[src/rtl/dlfloat_operand_loader_if.sv]
`timescale 1ns/1ps
// Byte-stream input and MAC-side pair handshake for the DLFloat16 operand loader.
// master: upstream byte source / downstream MAC side; slave: the loader itself.
interface dlfloat_operand_loader_if;
    logic [7:0]  byte_in;
    logic        byte_valid;
    logic        byte_ready;
    logic [15:0] mac_a;
    logic [15:0] mac_b;
    logic        mac_valid;
    logic        mac_ready;
    logic        acc_clr;

    modport master (
        output byte_in, byte_valid, mac_ready,
        input  byte_ready, mac_a, mac_b, mac_valid, acc_clr
    );

    modport slave (
        input  byte_in, byte_valid, mac_ready,
        output byte_ready, mac_a, mac_b, mac_valid, acc_clr
    );
endinterface

[src/rtl/dlfloat_operand_loader.sv]
`timescale 1ns/1ps
// DLFloat16 operand loader: assembles little-endian byte stream into (a,b)
// pairs, buffers them in a first-word-fall-through FIFO, optionally drops
// zero-product pairs, and supports a synchronous flush with accumulator clear.
module dlfloat_operand_loader #(
    parameter int unsigned DEPTH     = 4,
    parameter int unsigned SKIP_ZERO = 1,
    localparam int unsigned AW       = $clog2(DEPTH)
) (
    input  logic                       clk,
    input  logic                       rst_n,
    dlfloat_operand_loader_if.slave    io,
    input  logic                       seq_clr,
    output logic [AW:0]                fifo_level,
    output logic [15:0]                pair_cnt,
    output logic [7:0]                 drop_cnt
);

    typedef enum logic [1:0] {
        A_LO = 2'd0,
        A_HI = 2'd1,
        B_LO = 2'd2,
        B_HI = 2'd3
    } state_t;

    localparam logic [AW:0] LEVEL_FULL = (AW + 1)'(DEPTH);

    state_t         state;
    state_t         state_next;

    logic [7:0]     a_lo;
    logic [7:0]     a_hi;
    logic [7:0]     b_lo;

    logic [31:0]    mem [DEPTH];
    logic [AW-1:0]  wr_ptr;
    logic [AW-1:0]  rd_ptr;

    logic           full;
    logic           ready;
    logic           accept;
    logic           push;
    logic           drop;
    logic           pop;
    logic           head_valid;
    logic [15:0]    pair_a;
    logic [15:0]    pair_b;
    logic           pair_zero;

    // Next-state, handshake and push/drop/pop decisions from registered state.
    always_comb begin
        state_next = state;
        push       = 1'b0;
        drop       = 1'b0;
        full       = (fifo_level == LEVEL_FULL);
        head_valid = (fifo_level != '0);
        ready      = !((state == B_HI) && full);
        accept     = io.byte_valid && ready;
        pair_a     = {a_hi, a_lo};
        pair_b     = {io.byte_in, b_lo};
        pair_zero  = (SKIP_ZERO != 0) && ((pair_a == '0) || (pair_b == '0));
        pop        = head_valid && io.mac_ready && !seq_clr;

        if (seq_clr) begin
            state_next = A_LO;
        end else if (accept) begin
            case (state)
                A_LO:    state_next = A_HI;
                A_HI:    state_next = B_LO;
                B_LO:    state_next = B_HI;
                B_HI: begin
                    state_next = A_LO;
                    if (pair_zero) begin
                        drop = 1'b1;
                    end else begin
                        push = 1'b1;
                    end
                end
                default: state_next = A_LO;
            endcase
        end
    end

    // Assembly state register.
    always_ff @(posedge clk or negedge rst_n) begin
        if (!rst_n) begin
            state <= A_LO;
        end else begin
            state <= state_next;
        end
    end

    // Partial-byte holding registers; a flush discards them.
    always_ff @(posedge clk or negedge rst_n) begin
        if (!rst_n) begin
            a_lo <= '0;
            a_hi <= '0;
            b_lo <= '0;
        end else if (seq_clr) begin
            a_lo <= '0;
            a_hi <= '0;
            b_lo <= '0;
        end else if (accept) begin
            case (state)
                A_LO:    a_lo <= io.byte_in;
                A_HI:    a_hi <= io.byte_in;
                B_LO:    b_lo <= io.byte_in;
                default: ;
            endcase
        end
    end

    // FIFO storage, pointers and occupancy; simultaneous push/pop keeps level.
    always_ff @(posedge clk or negedge rst_n) begin
        if (!rst_n) begin
            for (int unsigned i = 0; i < DEPTH; i++) begin
                mem[i] <= '0;
            end
            wr_ptr     <= '0;
            rd_ptr     <= '0;
            fifo_level <= '0;
        end else if (seq_clr) begin
            wr_ptr     <= '0;
            rd_ptr     <= '0;
            fifo_level <= '0;
        end else begin
            if (push) begin
                mem[wr_ptr] <= {pair_a, pair_b};
                wr_ptr      <= wr_ptr + 1'b1;
            end
            if (pop) begin
                rd_ptr <= rd_ptr + 1'b1;
            end
            case ({push, pop})
                2'b10:   fifo_level <= fifo_level + 1'b1;
                2'b01:   fifo_level <= fifo_level - 1'b1;
                default: ;
            endcase
        end
    end

    // Issue/drop statistics and the one-cycle accumulator clear after a flush.
    always_ff @(posedge clk or negedge rst_n) begin
        if (!rst_n) begin
            pair_cnt   <= '0;
            drop_cnt   <= '0;
            io.acc_clr <= 1'b0;
        end else begin
            io.acc_clr <= seq_clr;
            if (seq_clr) begin
                pair_cnt <= '0;
                drop_cnt <= '0;
            end else begin
                if (pop) begin
                    pair_cnt <= pair_cnt + 1'b1;
                end
                if (drop && (drop_cnt != '1)) begin
                    drop_cnt <= drop_cnt + 1'b1;
                end
            end
        end
    end

    // Head-of-FIFO presentation; data forced to zero while empty.
    always_comb begin
        io.byte_ready = ready;
        io.mac_valid  = head_valid;
        io.mac_a      = '0;
        io.mac_b      = '0;
        if (head_valid) begin
            io.mac_a = mem[rd_ptr][31:16];
            io.mac_b = mem[rd_ptr][15:0];
        end
    end

endmodule
[src/flat_wrapper.sv]
// flat-port wrapper written by rule: the top's interface ports become plain ports
module dlfloat_operand_loader_flat 
#(
    parameter int unsigned DEPTH     = 4,
    parameter int unsigned SKIP_ZERO = 1,
    localparam int unsigned AW       = $clog2(DEPTH)
)
  (clk, rst_n, seq_clr, fifo_level, pair_cnt, drop_cnt, io_byte_in, io_byte_valid, io_mac_ready, io_byte_ready, io_mac_a, io_mac_b, io_mac_valid, io_acc_clr);
  dlfloat_operand_loader_if io_i ();
  input  logic clk;
  input  logic rst_n;
  input  logic seq_clr;
  output logic [AW:0] fifo_level;
  output logic [15:0] pair_cnt;
  output logic [7:0] drop_cnt;
  input wire logic [$bits(io_i.byte_in)-1:0] io_byte_in;
  input wire logic [$bits(io_i.byte_valid)-1:0] io_byte_valid;
  input wire logic [$bits(io_i.mac_ready)-1:0] io_mac_ready;
  output wire logic [$bits(io_i.byte_ready)-1:0] io_byte_ready;
  output wire logic [$bits(io_i.mac_a)-1:0] io_mac_a;
  output wire logic [$bits(io_i.mac_b)-1:0] io_mac_b;
  output wire logic [$bits(io_i.mac_valid)-1:0] io_mac_valid;
  output wire logic [$bits(io_i.acc_clr)-1:0] io_acc_clr;
  assign io_i.byte_in = io_byte_in;
  assign io_i.byte_valid = io_byte_valid;
  assign io_i.mac_ready = io_mac_ready;
  assign io_byte_ready = io_i.byte_ready;
  assign io_mac_a = io_i.mac_a;
  assign io_mac_b = io_i.mac_b;
  assign io_mac_valid = io_i.mac_valid;
  assign io_acc_clr = io_i.acc_clr;
  dlfloat_operand_loader #(.DEPTH(DEPTH), .SKIP_ZERO(SKIP_ZERO)) u_core (.clk(clk), .rst_n(rst_n), .io(io_i), .seq_clr(seq_clr), .fifo_level(fifo_level), .pair_cnt(pair_cnt), .drop_cnt(drop_cnt));
endmodule
[config.mk]
export PLATFORM = sky130hd
export DESIGN_NAME = dlfloat_operand_loader_flat
export DESIGN_NICKNAME = d
export VERILOG_FILES = /design/src/rtl/dlfloat_operand_loader_if.sv /design/src/rtl/dlfloat_operand_loader.sv /design/src/flat_wrapper.sv
export SDC_FILE = /design/constraint.sdc
export NUM_CORES = 1
export LEC_CHECK = 0
export ABC_AREA = 1
export CAP_MARGIN = 0
export CORE_UTILIZATION = 53
export CTS_CLUSTER_DIAMETER = 100
export DETAILED_ROUTE_END_ITERATION = 6
export PLACE_DENSITY = 0.76
export RECOVER_POWER = 100
export SETUP_SLACK_MARGIN = 0.02
export SYNTH_ARGS = -nofsm -noshare
export SYNTH_HDL_FRONTEND = slang
export SYNTH_SLANG_ARGS = --single-unit
[constraint.sdc]
create_clock -name clk -period 2.4 [get_ports clk]
set_clock_uncertainty 0.2 [all_clocks]
set_input_delay 0.36 -clock clk [delete_from_list [all_inputs] [get_ports clk]]
set_output_delay 0.36 -clock clk [all_outputs]
set_load 0.02 [all_outputs]
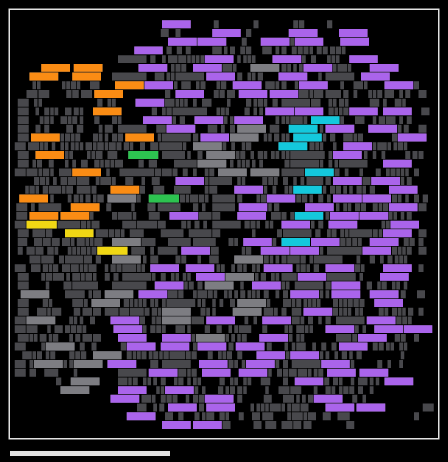
Fig. 1. Where the registers sit.
Scale bar: 50 um. Other sequential cells in the stronger gray, the rest of the logic in the fainter gray.
| netlist name | color | sequential cells |
|---|---|---|
| u_core.mem | purple | 128 |
| u_core.fifo_level | yellow | 3 |
| u_core.a_lo | cyan | 8 |
| u_core.pair_cnt | orange | 16 |
| u_core.rd_ptr | green | 2 |

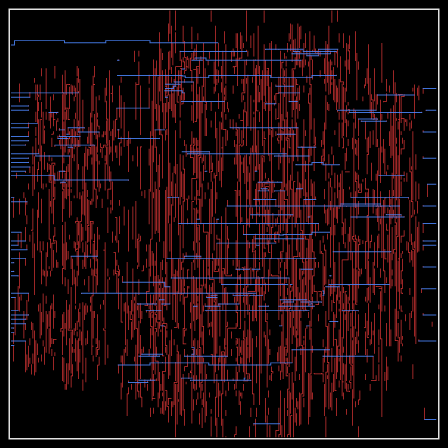
Fig. 2. Wiring by layer.
Only two layers are drawn.
| layer | color | wire length |
|---|---|---|
| met3 | blue | 1550 um |
| met2 | red | 11300 um |

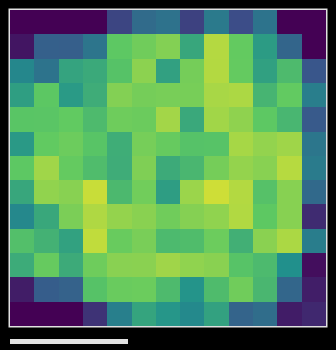
Fig. 3. Placement density heat map.
Scale bar: 50 um. 13 x 13 tiles, from dark purple (low) to yellow (high), 0 to 100% covered.
fullest tile: 93%
emptiest ninth of the die: top left
nearly empty tiles: 5.9%

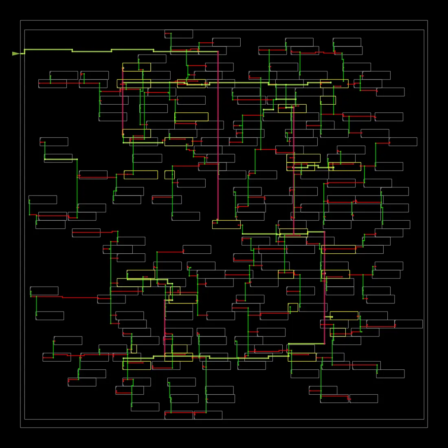
Fig. 4. Clock nets.
Clock Buffer Count: 22
Num CTS Buffers: 17

==> results.tsv <==
stage	metric	value	unit
cts	clkSinkCount	186	
global_routing	grt_pass1_vias	7580	
job	warnings	34	
layout	area_growth	19.9	%
placed_design	placed_area	10500	um2
cts	cts.clk_slew.worst_paths	0.07	ns
final_timing	drv_slew	61	
final_timing	fin_ws	0.0295	ns
layout	drive_gt1_frac	0.171	
layout	diodes	0	
logic_synthesis	synth.distinct_cells	35	
logic_synthesis	ys_seq_share	0.507	
worst_setup_path	critPathMaxFanout	8	
outcome	outcome	finished with violations	
min_path	min_path_type	flop to flop	
route	drtIter0Drc	747	
min_path	whs_path_depth	2	
logic_synthesis	ys_warn_count	0	
logic_synthesis	area_leaders	dfrtp_1 (51%), nand2_1 (8.5%), nor2_1 (7.2%)	
layout	nNetsFinal	1201	
floorplanning	fp.coreArea	16800	um2
route	wl_per_cell	16.5	um
outcome	violations	capacitance limit, slew limit	
power_and_ir_drop	p_per_area	889	nW/um2
job	cap_violations	1	
floorplanning	die_w	134	um
route	via_count	7879	
logic_synthesis	synth_area	9190	um2
route	vias_per_cell	5.59	
route	drc	0	
final_timing	hold_viol_final	0	
logic_synthesis	yosys-stat-cells	1070	
cts	cts_buffer_depth	2	
==> kinds of logic (layout without fill, tap and decap cells) <==
kind of cell               after synthesis  after routing  share of synthesized area
xor gates and xnor gates                 7              7                    0.00667
AOI/OAI and AO/OA                      286            286                      0.188
adders and majority gates               11             11                     0.0158
buffers and inverters                  128            248                     0.0744
DFF                                    186            186                      0.507
and+or+nand+nor                        452            452                      0.208
==> cell type report <==
class | instances | area, um2 | area share
inverters | 71 | 287 | 0.0260
well taps | 220 | 275 | 0.0250
clock inverters | 10 | 211 | 0.0192
repair buffers | 145 | 1390 | 0.126
clock buffers | 22 | 484 | 0.0440
flip-flops and latches | 186 | 4660 | 0.423
multi-input cells | 756 | 3700 | 0.336
==> synthesized netlist by cell type (10+ instances only) <==
| master | count |
|---|---|
| o21ai_0 | 86 |
| ha_1 | 10 |
| a21oi_1 | 39 |
| o21ai_1 | 81 |
| buf_6 | 24 |
| clkbuf_1 | 19 |
| dfrtp_1 | 186 |
| nand2_1 | 209 |
| nand4_1 | 14 |
| nor2_1 | 176 |
| inv_1 | 64 |
| nand3_1 | 24 |
| o21ai_2 | 72 |
==> state kept, by name, indices dropped and copies added, names as in the netlist <==
signal	count
u_core.pair_cnt	16
u_core.mem	128
u_core.wr_ptr	2
u_core.drop_cnt	8
u_core.io.acc_clr	1
u_core.b_lo	8
u_core.a_hi	8
u_core.fifo_level	3
u_core.state	2
u_core.rd_ptr	2
u_core.a_lo	8
==> critical path: stages (launching register included) <==
cell,delay (ns)
dfrtp_2,0.43
buf_12,0.16
inv_8,0.09
buf_6,0.13
o21ai_0,0.09
a21oi_1,0.27
buf_4,0.20
==> where the power goes <==
| part | switching, mW | total, mW | internal (mW) | leakage (nW) |
|---|---|---|---|---|
| Sequential | 0.131 | 3.44 | 3.31 | 2.55 |
| Clock | 1.18 | 3.25 | 2.07 | 0.340 |
| Combinational | 1.83 | 3.10 | 1.27 | 2.23 |
| Total | 3.14 | 9.79 | 6.65 | 5.11 |
==> stage by stage <==
step / util / power (mW) / std cells / hold slack [ns] / setup TNS, ns
finish: 0.657 / 9.79 / 1410 / 0.282 / 0
CTS: 0.672 / 9.73 / 1403 / 0.279 / -0.278
global placement: 0.625 / 6.37 / 1363 / 0.191 / -0.206
detailed placement: 0.625 / 6.40 / 1363 / 0.191 / -0.321
floorplan: - / 5.06 / 1070 / -0.136 / 0
global route: 0.657 / 10.2 / 1410 / 0.298 / -0.0501
==> layer usage <==
metal  share of wire  vias to the layer above  track usage
li1                -                     3730            -
met3           0.067                       44       0.0597
met1            0.42                     3814        0.358
met2            0.48                      291        0.442
met4           0.024                        0        0.103
met5               0                        -            0
==> timing repair <==
item	in CTS	in global routing
hold buffers	1	0
buffers inserted	6	6
endpoints found under the setup margin	33	32
resized	121	65
cloned	1	2
endpoints found under the hold margin	56	0
pin swaps	3	18
Power is estimated from default activity; no workload was simulated.
